[config.mk]
export PLATFORM = sky130hd
export DESIGN_NAME = ac2_bank_flat
export DESIGN_NICKNAME = d
export VERILOG_FILES = /design/src/rtl/ac2_if.sv /design/src/rtl/ac2_bank.sv /design/src/flat_wrapper.sv
export SDC_FILE = /design/constraint.sdc
export NUM_CORES = 1
export LEC_CHECK = 0
export ABC_AREA = 0
export CORE_MARGIN = 5
export CORE_UTILIZATION = 40
export DETAILED_ROUTE_END_ITERATION = 8
export SYNTH_ARGS = -nofsm -noshare
export SYNTH_HDL_FRONTEND = slang
export SYNTH_SLANG_ARGS = --single-unit
export TNS_END_PERCENT = 30
[constraint.sdc]
create_clock -name clk -period 4.61 [get_ports clk]
set_input_delay 1.1525 -clock clk [delete_from_list [all_inputs] [get_ports clk]]
set_output_delay 1.1525 -clock clk [all_outputs]
set_load 0.05 [all_outputs]
[src/rtl/ac2_if.sv]
// ac2_if: beat input and result output of the shift-accumulate bank.
// Build option AC2_EARLY_LAST_EN adds the 'last' early-completion flag.
interface ac2_if #(
  parameter int IW = 13,
  parameter int AW = 17,
  parameter int CW = 2
);
  logic          valid;
  logic          in_ready;
  logic [IW-1:0] in_ac2;
  logic [CW-1:0] ch_sel;
`ifdef AC2_EARLY_LAST_EN
  logic          last;
`endif
  logic          cl_en;
  logic          out_valid;
  logic          out_ready;
  logic [CW-1:0] out_ch;
  logic [AW-1:0] out_data;

  modport master (
    output valid, in_ac2, ch_sel, cl_en, out_ready,
`ifdef AC2_EARLY_LAST_EN
    output last,
`endif
    input  in_ready, out_valid, out_ch, out_data
  );

  modport slave (
    input  valid, in_ac2, ch_sel, cl_en, out_ready,
`ifdef AC2_EARLY_LAST_EN
    input  last,
`endif
    output in_ready, out_valid, out_ch, out_data
  );
endinterface

[src/rtl/ac2_bank.sv]
// ac2_bank: NCH-channel Horner shift-accumulate bank for bit-serial weights.
// Each channel folds NSTEP signed digits (MSB first) into an AW-bit result
// and hands it to a single valid/ready output slot.
// Build option AC2_EARLY_LAST_EN: a beat with 'last' set completes its
// channel early (variable-precision weights of 1..NSTEP digits).
module ac2_bank #(
  parameter int M     = 16,
  parameter int Pa    = 8,
  parameter int Pw    = 4,
  parameter int NCH   = 4,
  parameter int NSTEP = 2
) (
  input logic  clk,
  input logic  rst,
  ac2_if.slave bus
);
  localparam int IW = $clog2(M) + Pa + 1;
  localparam int AW = IW + Pw * (NSTEP - 1);
  localparam int CW = $clog2(NCH);
  localparam int SW = (NSTEP > 1) ? $clog2(NSTEP) : 1;
  localparam logic [SW-1:0] LAST_CNT = SW'(NSTEP - 1);

  logic signed [AW-1:0] acc [NCH];
  logic        [SW-1:0] cnt [NCH];

  logic                 out_valid_q;
  logic        [AW-1:0] out_data_q;
  logic        [CW-1:0] out_ch_q;

  logic                 in_ready_c;
  logic                 accept;
  logic                 complete;
  logic                 early_last;
  logic signed [AW-1:0] sx;
  logic signed [AW-1:0] acc_cur;
  logic        [SW-1:0] cnt_cur;
  logic signed [AW-1:0] sum;

  // Backpressure: every beat stalls while the result slot cannot be freed,
  // so a completing beat never finds the slot occupied.
  always_comb begin
    in_ready_c = !rst && !bus.cl_en && (!out_valid_q || bus.out_ready);
    accept     = bus.valid && in_ready_c;
  end

  // Select the addressed channel and fold in the new digit.
  always_comb begin
    acc_cur = acc[bus.ch_sel];
    cnt_cur = cnt[bus.ch_sel];
    sx      = AW'($signed(bus.in_ac2));
    if (cnt_cur == '0) begin
      sum = sx;
    end else begin
      sum = (acc_cur <<< Pw) + sx;
    end
`ifdef AC2_EARLY_LAST_EN
    early_last = bus.last;
`else
    early_last = 1'b0;
`endif
    complete = (cnt_cur == LAST_CNT) || early_last;
  end

  // Per-channel partial sums; cleared by reset or cl_en, recycled on completion.
  always_ff @(posedge clk) begin
    if (rst || bus.cl_en) begin
      for (int i = 0; i < NCH; i++) begin
        acc[i] <= '0;
        cnt[i] <= '0;
      end
    end else if (accept) begin
      if (complete) begin
        acc[bus.ch_sel] <= '0;
        cnt[bus.ch_sel] <= '0;
      end else begin
        acc[bus.ch_sel] <= sum;
        cnt[bus.ch_sel] <= cnt_cur + 1'b1;
      end
    end
  end

  // Result slot: a completing beat reloads it even while it is being drained.
  always_ff @(posedge clk) begin
    if (rst) begin
      out_valid_q <= 1'b0;
      out_data_q  <= '0;
      out_ch_q    <= '0;
    end else if (accept && complete) begin
      out_valid_q <= 1'b1;
      out_data_q  <= sum;
      out_ch_q    <= bus.ch_sel;
    end else if (bus.out_ready) begin
      out_valid_q <= 1'b0;
    end
  end

  assign bus.in_ready  = in_ready_c;
  assign bus.out_valid = out_valid_q;
  assign bus.out_data  = out_data_q;
  assign bus.out_ch    = out_ch_q;
endmodule

[src/flat_wrapper.sv]
// flat-port wrapper written by rule: the top's interface ports become plain ports
module ac2_bank_flat 
#(
  parameter int M     = 16,
  parameter int Pa    = 8,
  parameter int Pw    = 4,
  parameter int NCH   = 4,
  parameter int NSTEP = 2
)
  (clk, rst, bus_valid, bus_in_ac2, bus_ch_sel, bus_cl_en, bus_out_ready, bus_in_ready, bus_out_valid, bus_out_ch, bus_out_data);
  ac2_if #(.IW((13)), .AW((17)), .CW((2))) bus_i ();
  input logic clk;
  input logic rst;
  input wire logic [$bits(bus_i.valid)-1:0] bus_valid;
  input wire logic [$bits(bus_i.in_ac2)-1:0] bus_in_ac2;
  input wire logic [$bits(bus_i.ch_sel)-1:0] bus_ch_sel;
  input wire logic [$bits(bus_i.cl_en)-1:0] bus_cl_en;
  input wire logic [$bits(bus_i.out_ready)-1:0] bus_out_ready;
  output wire logic [$bits(bus_i.in_ready)-1:0] bus_in_ready;
  output wire logic [$bits(bus_i.out_valid)-1:0] bus_out_valid;
  output wire logic [$bits(bus_i.out_ch)-1:0] bus_out_ch;
  output wire logic [$bits(bus_i.out_data)-1:0] bus_out_data;
  assign bus_i.valid = bus_valid;
  assign bus_i.in_ac2 = bus_in_ac2;
  assign bus_i.ch_sel = bus_ch_sel;
  assign bus_i.cl_en = bus_cl_en;
  assign bus_i.out_ready = bus_out_ready;
  assign bus_in_ready = bus_i.in_ready;
  assign bus_out_valid = bus_i.out_valid;
  assign bus_out_ch = bus_i.out_ch;
  assign bus_out_data = bus_i.out_data;
  ac2_bank #(.M(M), .Pa(Pa), .Pw(Pw), .NCH(NCH), .NSTEP(NSTEP)) u_core (.clk(clk), .rst(rst), .bus(bus_i));
endmodule
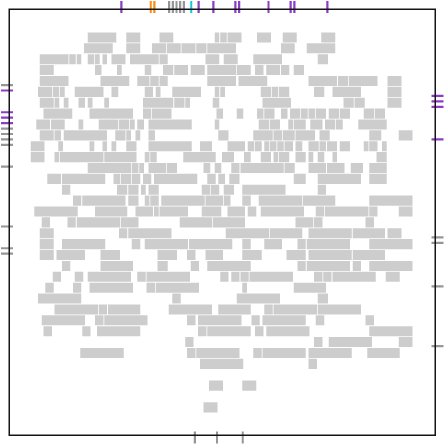
(run_1/io_placement.png)
(4 px per um) Pins as bars across the die edge, other pins in grey.
colour	port	pins	direction	edge
cyan	`bus_valid`	1	input	top
orange	`bus_out_ch`	2	output	top
purple	`bus_out_data`	17	output	9 top, 4 left, 4 right

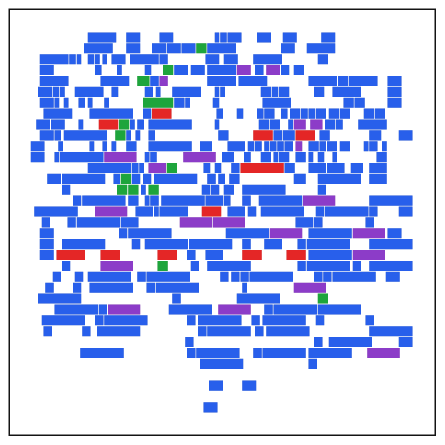
(run_1/sizes.png)
(4 px per um)
colour	size	cells	share
blue	_0 and _1 cells	302	87%
red	_6 and larger	11	3.2%
purple	_2 cells	21	6.1%
green	_3 and _4 cells	13	3.7%

==> flow_summary.yaml, run 1 <==
# physical design summary
run_status:
  status: "complete, no violations"
finish:
  largest_class: "flip-flops and latches"
  top_register: "u_core.acc"
  clock_area_share_pct: 4.10
  n_clock_buffer: 11
  most-common-layout-cells: "edfxtp_1, and2_1, clkdlybuf4s50_1, nand2_1, dfxtp_1"
  finish.utilization_pct: 48.9
  seq_area_share_pct: 46.7
  nNetsFinal: 376
  buffers: 50
  lay_top_count: "edfxtp_1"
  regArea_um2: 2080
synth:
  yosysTopAreaCell: "edfxtp_1"
  syn-num-nets: 328
  synth_seq_share_pct: 56.3
  synthesis.area_um2: 3700
  yosysChipArea_um2: 3700
  yosys_most_used_dff: "edfxtp_1"
  ys_types: 39
  ys_seq_elements: 76
  top_cell: "edfxtp_1"
  synth_cells: 295
  enable_flop_cells: 56
  ys_sh_mux_pct: 8.53
power:
  power_leader: "sequential cells"
  comb_power_share_pct: 13.9
  pg_seq_w: 0.000772
  power_density_nw_per_um2: 327
  switching_share_pct: 24.6
  leakagePower_nw: 1.67
global_routing:
  grt_util_met3_pct: 4.07
  grt_overflow_total: 0
  grt_use_met2_pct: 27.2
placement:
  dpl_cell_area_um2: 4270
  hpwl_um: 5670
timing:
  hold_slack_ns: 0.460
  fmax_mhz: 260
  slew_violations: 0
  max_slew_margin_pct: 47.8
floorplan:
  taps: 111
  initial_core_util_pct: 40.6
drt:
  drt-met1-wl_um: 3570
critical_path:
  path_depth: 10
  r2r-start: "u_core.acc[3][0]"
  cpLargestDelayFamily: "buffers and inverters"
  r2r-end: "u_core.bus.out_data[16]"
  path_max_fanout: 11
  rr_worst_depth: 9
  crit_arrival_ns: 4.12
worst_hold_path:
  min_from: "u_core.bus.out_data[4]"
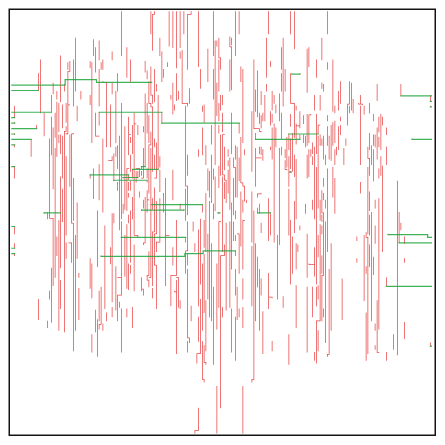
(run_1/wires.png)
(4 px per um) Two of the layers only.
colour	layer	wire length
red	metal 2	4,200 um
green	metal 3	281 um
final wirelength: 8140 um
GR Util All Layers: 15.4%
vias: 2,466
post-DR wirelength/cell: 17.8 um

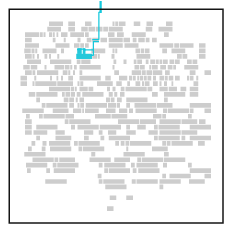
(run_1/io_fan.png)
(2 px per um)
colour	port	direction	end cells	buffers	wire
cyan	`bus_valid`	input	3	1	39.0 um
I/O Buffers: 40
I/O pins: 41

==> run_1/placement.png <==
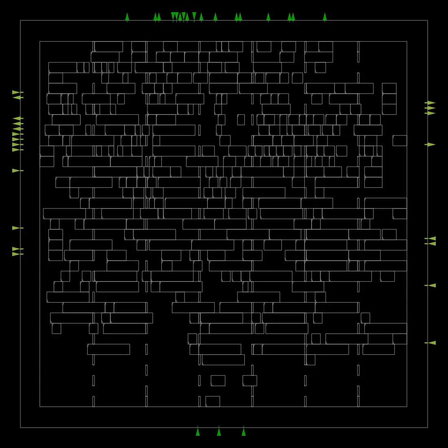

## Run 2: what changed since run 1
clock period = 3.7 ns   (was 4.61 ns; I/O delays follow)
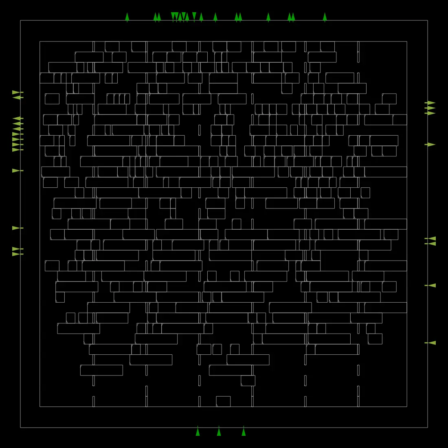
(run_2/placement.png)
core area: 9110 um2
Seq area share: 44.8%
seq_cells: 76

==> flow_summary.yaml, run 2 <==
# physical design summary
run_status:
  status: "complete, no violations"
placement:
  portBuffers: 40
  dpl_cell_area_um2: 4430
  hpwl_um: 5830
synth:
  synth_seq_share_pct: 56.3
  yosys_most_used_dff: "edfxtp_1"
  yosys_cells: 295
  yosysChipArea_um2: 3700
  synth_cells: 295
  yosysTopAreaCell: "edfxtp_1"
  synthesis.area_um2: 3700
  ys_sh_mux_pct: 8.53
  ys_types: 39
  syn-num-nets: 328
  enable_flop_cells: 56
  ys_seq_elements: 76
  top_cell: "edfxtp_1"
finish:
  buffers: 68
  n_clock_buffer: 10
  largest_class: "flip-flops and latches"
  antenna_cells: 0
  top_register: "u_core.acc"
  clock_area_share_pct: 4.66
  nNetsFinal: 394
  most-common-layout-cells: "edfxtp_1, and2_1, clkdlybuf4s50_1, buf_4, nand2_1"
  lay_top_count: "edfxtp_1"
  regArea_um2: 2080
  nFillCells: 822
  finish.utilization_pct: 51.0
  fin_area_um2: 4650
power:
  leakagePower_nw: 1.78
  comb_power_share_pct: 14.6
  pg_seq_w: 0.000962
  power_density_nw_per_um2: 415
  power_leader: "sequential cells"
  switching_share_pct: 24.3
critical_path:
  worstPathRequired_ns: 4.00
  cpLargestDelayFamily: "AND-OR/OR-AND gates"
  crit_arrival_ns: 3.62
  r2r-start: "u_core.acc[0][7]"
  path_max_fanout: 11
  rr_worst_depth: 7
  r2r_setup_slack_ns: 1.24
  path_depth: 9
  cp_slowest_cell: "clkdlybuf4s50_1"
  end_kind: "flip-flop"
  r2r-end: "u_core.bus.out_data[16]"
  start_kind: "primary input"
global_routing:
  grt_use_total_pct: 15.9
  grt_use_met2_pct: 28.4
  grt-busiest-layer: "met2"
  grt.met1_usage_pct: 18.8
  grt_util_met3_pct: 4.80
  grt_overflow_total: 0
drt:
  vias: 2538
  routed_wl_um: 8370
  wire_per_inst_um: 17.6
  drt-met1-wl_um: 3580
timing:
  max_slew_margin_pct: 66.5
  fmax_mhz: 301
  hold_slack_ns: 0.460
  slew_violations: 0
  finalSetupViolCount: 0
  hold_violations: 0
worst_hold_path:
  min_from: "u_core.bus.out_data[4]"
  min_path_cells: 2
floorplan:
  ios: 41
  taps: 111
  initial_core_util_pct: 40.6
job:
  maxCapViolCount: 0
## Run 3: what changed since run 2
ABC_CLOCK_PERIOD_IN_PS = 3700   (was default)
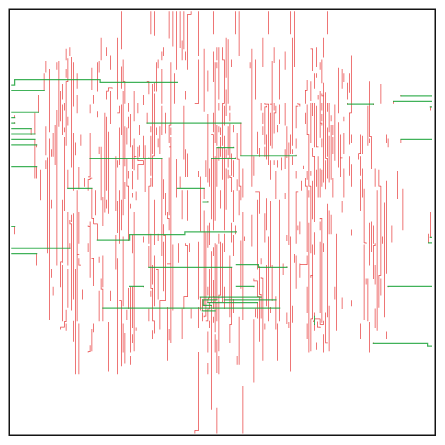
(run_3/wires.png)
(4 px per um) Two of the layers only.
colour	layer	wire length
green	metal 3	422 um
red	metal 2	4,290 um
GR Util All Layers: 15.9%
final wirelength: 8370 um
vias: 2,538

==> flow_summary.yaml, run 3 <==
# physical design summary
global_routing:
  grt_pass1_wl_um: 13700
  grt_use_met2_pct: 28.4
  grt_util_met3_pct: 4.80
timing:
  hold_slack_ns: 0.460
  slew_violations: 0
  hold_violations: 0
  max_slew_margin_pct: 66.5
  fmax_mhz: 301
synth:
  yosysChipArea_um2: 3700
  top_cell: "edfxtp_1"
  enable_flop_cells: 56
  synth_cells: 295
  ys_seq_elements: 76
  synth_seq_share_pct: 56.3
  synthesis.area_um2: 3700
  yosys_cells: 295
  ys_sh_mux_pct: 8.53
  syn-num-nets: 328
  yosys_most_used_dff: "edfxtp_1"
  ys_types: 39
  yosysTopAreaCell: "edfxtp_1"
power:
  leakagePower_nw: 1.78
  pg_seq_w: 0.000962
  switching_share_pct: 24.3
  power_leader: "sequential cells"
  comb_power_share_pct: 14.6
finish:
  nFillCells: 822
  fin_area_um2: 4650
  finish.utilization_pct: 51.0
  clock_area_share_pct: 4.66
  buffers: 68
  n_clock_buffer: 10
  top_register: "u_core.acc"
  flops: 76
  largest_class: "flip-flops and latches"
  nNetsFinal: 394
  lay_top_count: "edfxtp_1"
  regArea_um2: 2080
  antenna_cells: 0
  seq_area_share_pct: 44.8
  most-common-layout-cells: "edfxtp_1, and2_1, clkdlybuf4s50_1, buf_4, nand2_1"
drt:
  wire_per_inst_um: 17.6
  drt-met1-wl_um: 3580
cts:
  clock_latency_ns: 0.35
critical_path:
  cpLargestDelayFamily: "AND-OR/OR-AND gates"
  rr_worst_depth: 7
  r2r-end: "u_core.bus.out_data[16]"
  start_kind: "primary input"
  crit_arrival_ns: 3.62
  path_max_fanout: 11
  end_kind: "flip-flop"
placement:
  portBuffers: 40
  hpwl_um: 5830
  dpl_cell_area_um2: 4430
floorplan:
  ios: 41
  initial_core_util_pct: 40.6
  taps: 111
  core_um2: 9110
worst_hold_path:
  min_path_cells: 2
  min_from: "u_core.bus.out_data[4]"
job:
  maxCapViolCount: 0
run_status:
  status: "complete, no violations"
Power figures rest on the tool's default switching activity, not on a simulated workload.
